<file path="config.mk">
export PLATFORM = sky130hd
export DESIGN_NAME = map_access_arbiter
export DESIGN_NICKNAME = d
export VERILOG_FILES = /design/src/rtl/map_access_arbiter.sv
export SDC_FILE = /design/constraint.sdc
export NUM_CORES = 1
export LEC_CHECK = 0
export CORE_ASPECT_RATIO = 1.25
export CORE_MARGIN = 4
export CORE_UTILIZATION = 25
export CTS_BUF_LIST = sky130_fd_sc_hd__clkbuf_8
export DETAILED_ROUTE_END_ITERATION = 10
export GPL_TIMING_DRIVEN = 0
export HOLD_SLACK_MARGIN = 0.06
export PLACE_DENSITY = 0.42
export RECOVER_POWER = 50
export SETUP_SLACK_MARGIN = 0.15
export SLEW_MARGIN = 20
export SYNTH_ARGS = -nofsm -noshare
export SYNTH_HDL_FRONTEND = slang
export SYNTH_SLANG_ARGS = --single-unit
</file>
<file path="constraint.sdc">
create_clock -name clk -period 2.6 [get_ports clk]
set_input_delay 0.52 -clock clk [delete_from_list [all_inputs] [get_ports clk]]
set_output_delay 0.52 -clock clk [all_outputs]
set_load 0.01 [all_outputs]
</file>
<file path="src/rtl/map_access_arbiter.sv">
`default_nettype none
// ============================================================================
//  Module      : map_access_arbiter
//  Description : Owns the maze map RAM. During LOAD only the map loader may
//                write; once DEPTH writes have been acked the block moves to
//                RUN, where the move-checker and display scanner share the
//                single read port with round-robin arbitration.
//  Revision    : 1.0  initial release
// ============================================================================
module map_access_arbiter #(
  parameter int ADDR_W = 6,
  parameter int DATA_W = 2,
  parameter int DEPTH  = 64
) (
  input  logic              clk,
  input  logic              rst,
  // map loader write port
  input  logic              ld_req_i,
  input  logic [ADDR_W-1:0] ld_addr_i,
  input  logic [DATA_W-1:0] ld_data_i,
  output logic              ld_ack_o,
  // phase control
  input  logic              reload_i,
  output logic              map_ready_o,
  // move-checker read port
  input  logic              mv_req_i,
  input  logic [ADDR_W-1:0] mv_addr_i,
  output logic              mv_ack_o,
  output logic [DATA_W-1:0] mv_rdata_o,
  // display scanner read port
  input  logic              ds_req_i,
  input  logic [ADDR_W-1:0] ds_addr_i,
  output logic              ds_ack_o,
  output logic [DATA_W-1:0] ds_rdata_o
);

  // Counter must be able to hold the value DEPTH itself.
  localparam int                CNT_W      = $clog2(DEPTH + 1);
  localparam logic [CNT_W-1:0]  CNT_FULL   = CNT_W'(DEPTH);
  localparam logic [ADDR_W:0]   ADDR_LIMIT = (ADDR_W + 1)'(DEPTH);

  typedef enum logic {
    ST_LOAD = 1'b0,
    ST_RUN  = 1'b1
  } state_e;

  typedef enum logic {
    RR_MV = 1'b0,
    RR_DS = 1'b1
  } rr_e;

  // --------------------------------------------------------------------------
  // State and registered outputs
  // --------------------------------------------------------------------------
  state_e              state_q;
  rr_e                 rr_last_q;
  logic [CNT_W-1:0]    wr_cnt_q;
  logic [CNT_W-1:0]    wr_cnt_d;
  logic                map_ready_q;
  logic                ld_ack_q;
  logic                mv_ack_q;
  logic                ds_ack_q;
  logic [DATA_W-1:0]   mv_rdata_q;
  logic [DATA_W-1:0]   ds_rdata_q;

  // Map storage; deliberately not reset so a reset never wipes a loaded map.
  logic [DATA_W-1:0]   mem_q [DEPTH];

  // --------------------------------------------------------------------------
  // Handshake decode and arbitration
  // --------------------------------------------------------------------------
  logic                w_in_load;
  logic                w_in_run;
  logic                w_ld_fire;
  logic                w_ld_in_rng;
  logic                w_mv_in_rng;
  logic                w_ds_in_rng;
  logic                w_mv_elig;
  logic                w_ds_elig;
  logic                w_mv_gnt;
  logic                w_ds_gnt;
  logic [DATA_W-1:0]   w_mv_rd;
  logic [DATA_W-1:0]   w_ds_rd;

  assign w_in_load   = (state_q == ST_LOAD);
  assign w_in_run    = (state_q == ST_RUN);

  // A request still held during its own ack cycle must not be served twice.
  assign w_ld_fire   = w_in_load && ld_req_i && !ld_ack_q;

  assign w_ld_in_rng = ({1'b0, ld_addr_i} < ADDR_LIMIT);
  assign w_mv_in_rng = ({1'b0, mv_addr_i} < ADDR_LIMIT);
  assign w_ds_in_rng = ({1'b0, ds_addr_i} < ADDR_LIMIT);

  assign w_mv_elig   = w_in_run && mv_req_i && !mv_ack_q;
  assign w_ds_elig   = w_in_run && ds_req_i && !ds_ack_q;

  // On a tie the port that was not served last wins.
  assign w_mv_gnt    = w_mv_elig && (!w_ds_elig || (rr_last_q == RR_DS));
  assign w_ds_gnt    = w_ds_elig && (!w_mv_elig || (rr_last_q == RR_MV));

  // Out-of-range reads return zero rather than an undefined cell.
  assign w_mv_rd     = w_mv_in_rng ? mem_q[mv_addr_i] : '0;
  assign w_ds_rd     = w_ds_in_rng ? mem_q[ds_addr_i] : '0;

  // Write counter next value: reload restarts counting even if a write lands.
  always_comb begin
    wr_cnt_d = wr_cnt_q;
    if (reload_i) begin
      wr_cnt_d = '0;
    end else if (w_ld_fire && (wr_cnt_q != CNT_FULL)) begin
      wr_cnt_d = wr_cnt_q + 1'b1;
    end
  end

  // Phase FSM, arbitration history, acks and read data registers.
  always_ff @(posedge clk) begin
    if (rst) begin
      state_q     <= ST_LOAD;
      rr_last_q   <= RR_DS;
      wr_cnt_q    <= '0;
      map_ready_q <= 1'b0;
      ld_ack_q    <= 1'b0;
      mv_ack_q    <= 1'b0;
      ds_ack_q    <= 1'b0;
      mv_rdata_q  <= '0;
      ds_rdata_q  <= '0;
    end else begin
      wr_cnt_q <= wr_cnt_d;
      ld_ack_q <= w_ld_fire;
      mv_ack_q <= w_mv_gnt;
      ds_ack_q <= w_ds_gnt;

      if (w_mv_gnt) begin
        mv_rdata_q <= w_mv_rd;
        rr_last_q  <= RR_MV;
      end
      if (w_ds_gnt) begin
        ds_rdata_q <= w_ds_rd;
        rr_last_q  <= RR_DS;
      end

      case (state_q)
        ST_LOAD: begin
          // The count reached DEPTH on the previous edge; enter RUN now.
          if (!reload_i && (wr_cnt_q == CNT_FULL)) begin
            state_q     <= ST_RUN;
            map_ready_q <= 1'b1;
          end
        end
        ST_RUN: begin
          if (reload_i) begin
            state_q     <= ST_LOAD;
            map_ready_q <= 1'b0;
          end
        end
        default: begin
          state_q     <= ST_LOAD;
          map_ready_q <= 1'b0;
        end
      endcase
    end
  end

  // RAM write port, used only by the loader while in LOAD.
  always_ff @(posedge clk) begin
    if (w_ld_fire && w_ld_in_rng) begin
      mem_q[ld_addr_i] <= ld_data_i;
    end
  end

  assign ld_ack_o    = ld_ack_q;
  assign map_ready_o = map_ready_q;
  assign mv_ack_o    = mv_ack_q;
  assign mv_rdata_o  = mv_rdata_q;
  assign ds_ack_o    = ds_ack_q;
  assign ds_rdata_o  = ds_rdata_q;

endmodule
`default_nettype wire

</file>
**Cell placement**

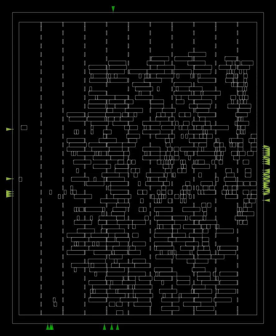
Layout Cells excl Fill: 879
number of sequential cells: 145
Fillers: 2787

**Cell classes on the final placement**

The bar under the picture is 50 microns long. Fill, decap, tap and diode cells in gray.
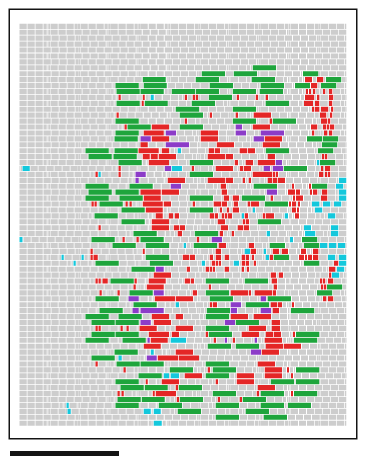
| color | class | cells | share of their area |
|---|---|---|---|
| red | combinational and other logic | 299 | 36% |
| green | flops | 145 | 54% |
| cyan | other buffers and delay cells | 53 | 5.4% |
| purple | clock drivers and dummy loads | 32 | 5.3% |

**The metal 1 layer**

Supply wires on this layer in gray.
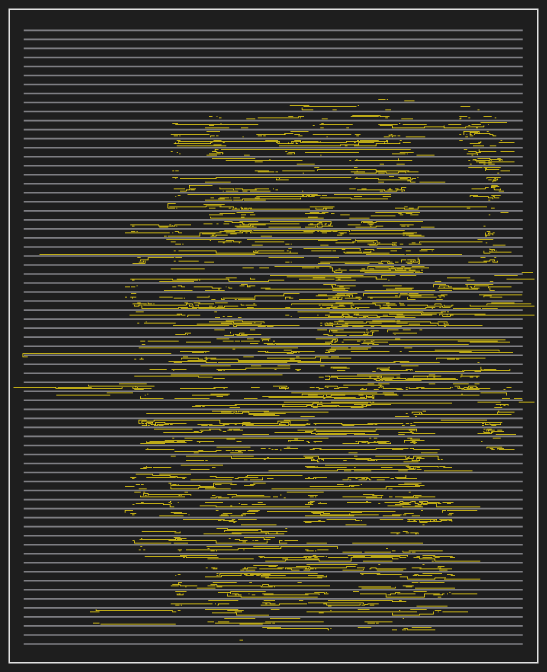
nets with wire on the layer: 514
longest straight run: 64.9 microns
main direction: horizontal
share of all routed wire: 41%

**Signal metal coverage by tile**

32 x 39 tiles, from black (low) to pale yellow (high), scaled to the fullest tile. Values are wire area over tile area, all layers added.
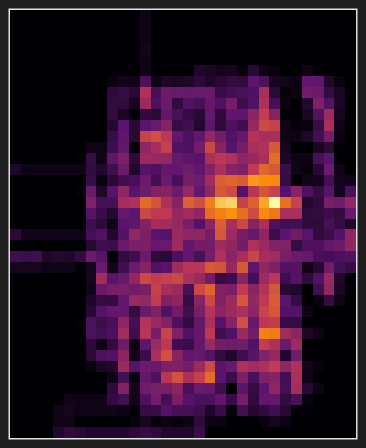
nearly empty tiles: 39%
mean over tiles: 0.11
emptiest ninth of the die: north-west
tiles over half the peak: 6.5%
densest ninth of the die: center

==> impl_metrics.py <==
# Generated from Yosys and OpenROAD reports
metrics = {
    "logic_synthesis": {
        "yosysWarningCount": 0,
        "synthDistinctLibCells": 49,
        "syn_nets": 499,
        "synthCells": 471,
        "yosys-stat-cells": 471,
    },
    "worst_setup_path": {
        "reg2reg_depth": 4,
        "critical_path.cell_chain": "clkdlybuf4s50_1 > buf_2 > mux4_1 > mux4_2 > nor2_1 > nor4_1 > a211o_1",
        "worstReg2RegEnd": "mem_q[42][0]",
        "endpoint_kind": "flip-flop",
        "critical_path_class": "in -> reg",
        "cp_max_fo": 10,
        "r2r-start": "state_q",
    },
    "clocking": {
        "h-tree-depth": 4,
        "clockBufferDepth": 2,
        "cts-root-buf": "clkbuf_8",
    },
    "finish": {
        "fin_util_pct": 29.6,
        "drive_above_1_share_pct": 20.8,
        "most-common-layout-cells": "edfxtp_1 (128), nor2_1 (90), mux4_2 (49)",
    },
    "pwr": {
        "p_clk_share_pct": 38.8,
        "peakVddDrop_v": 0.000297,
        "p_int_mw": 3.67,
        "p_total_mw": 4.85,
    },
    "timing": {
        "slew_viol_final": 0,
        "finalSetupViolCount": 0,
        "finalCriticalPeriod_ps": 2410,
        "finalCritPeriodShare_pct": 92.6,
        "fin_worst_skew_ps": 13.2,
        "setup_ws_ps": 193,
    },
    "placement": {
        "dp_hpwl_microns": 15100,
        "post-place-ws_ps": -524,
        "dp.cells": 847,
    },
    "routing": {
        "wl_per_cell_microns": 24.0,
        "drt_iter0_drc": 428,
        "antenna_left": 0,
    },
    "global_routing": {
        "antenna_found_initial": 0,
        "grt.total_usage_pct": 13.5,
        "grt_pass1_wl_microns": 30800,
    },
    "outcome": {
        "status": "finished clean",
    },
    "floorplanning": {
        "die_x_microns": 159,
        "num_io_pins": 34,
        "fp_util_pct": 25.6,
    },
}
registers in the layout, summed over array words and instances (netlist names):
signal / flops
mv_rdata_o: 2
rr_last_q: 1
wr_cnt_q: 7
state_q: 1
mv_ack_o: 1
ld_ack_o: 1
map_ready_o: 1
ds_rdata_o: 2
ds_ack_o: 1
mem_q: 128
how the worst min path moves through the flow:
stage / startpoint / to / slack [ps] / cells after the start
6_report: rr_last_q / rr_last_q / 490 / 2
5_1_grt: mv_rdata_o[0] / mv_rdata_o[0] / 510 / 2
4_1_cts: rr_last_q / rr_last_q / 490 / 2
3_5_place_dp: mv_rdata_o[0] / mv_rdata_o[0] / 480 / 2
3_3_place_gp: wr_cnt_q[6] / wr_cnt_q[6] / 470 / 2
2_1_floorplan: rr_last_q / rr_last_q / 450 / 2
what timing repair did:
item                                   in CTS  in global routing
endpoints found under the hold margin       0                  0
setup endpoints to repair                  21                 11
pin swaps                                   0                  0
gates resized                               5                  4
setup buffers                               0                  0
metal layers:
layer  up-vias  part of all wire [%]
met5         -                     0
met4         0                   2.0
met3        28                   4.4
met2       119                    53
met1      2332                    41
li1       1965                     -
logic make-up (layout without fill, tap and decap cells):
logic type      count (synthesis)  in the layout  share of synthesized area (%)
simple gates                  162            162                           10.3
flops                         145            145                           58.9
mux                            83             83                           22.9
compound gates                 43             43                           4.44
buf+inv                        32             90                           2.69
xor+xnor                        4              4                          0.493
fa+ha+maj                       2              2                          0.352
area by class of cell:
cell class	instances	area [sq um]	share of cell area, %
tap	350	438	5.33
multi-input combinational	294	2750	33.4
buffer	27	176	2.15
timing repair buffer	26	244	2.97
inverter	5	18.8	0.228
clock inverter	15	178	2.16
clock buffer	17	234	2.85
sequential	145	4180	50.9
per-stage QoR:
stage | cell area, sq um | setup TNS [ps]
3_5_place_dp | 7810 | -28180
3_3_place_gp | 7800 | -98770
6_report | 8220 | 0
5_1_grt | 8220 | 0
2_1_floorplan | 7110 | 0
4_1_cts | 8240 | 0
power groups by stage:
stage	clock (mW)	combinational (mW)	sequential [mW]
2_1_floorplan	0	0.255	2.59
3_3_place_gp	0	0.421	2.60
3_5_place_dp	0	0.430	2.60
4_1_cts	1.93	0.433	2.54
5_1_grt	2.03	0.453	2.54
6_report	1.88	0.425	2.54
cell usage after synthesis (all sizes together) (3+ instances only):
cell type  count  area share [%]
nand3b         6            0.63
nand2         22             1.2
o21ai          6            0.42
edfxtp       128              54
xor2           3            0.37
buf           16             1.5
mux4          60              20
nand3         14            0.99
a211oi         7            0.74
clkbuf        10            0.83
or3            3            0.26
a21oi          5            0.35
nor2          90             4.8
nor2b          9            0.79
inv            5            0.26
dfxtp         17             4.8
nand2b         6            0.53
o31ai          4            0.42
mux2           4            0.63
a22oi          7            0.74
mux2i         19             2.7
critical path, delay by kind of cell:
kind                   cells  cell delay (ps)
multiplexers               2              840
AND-OR/OR-AND              1              260
buffers and inverters      2              900
AND/OR/NAND/NOR            2              230
Power and IR drop assume default switching activity.
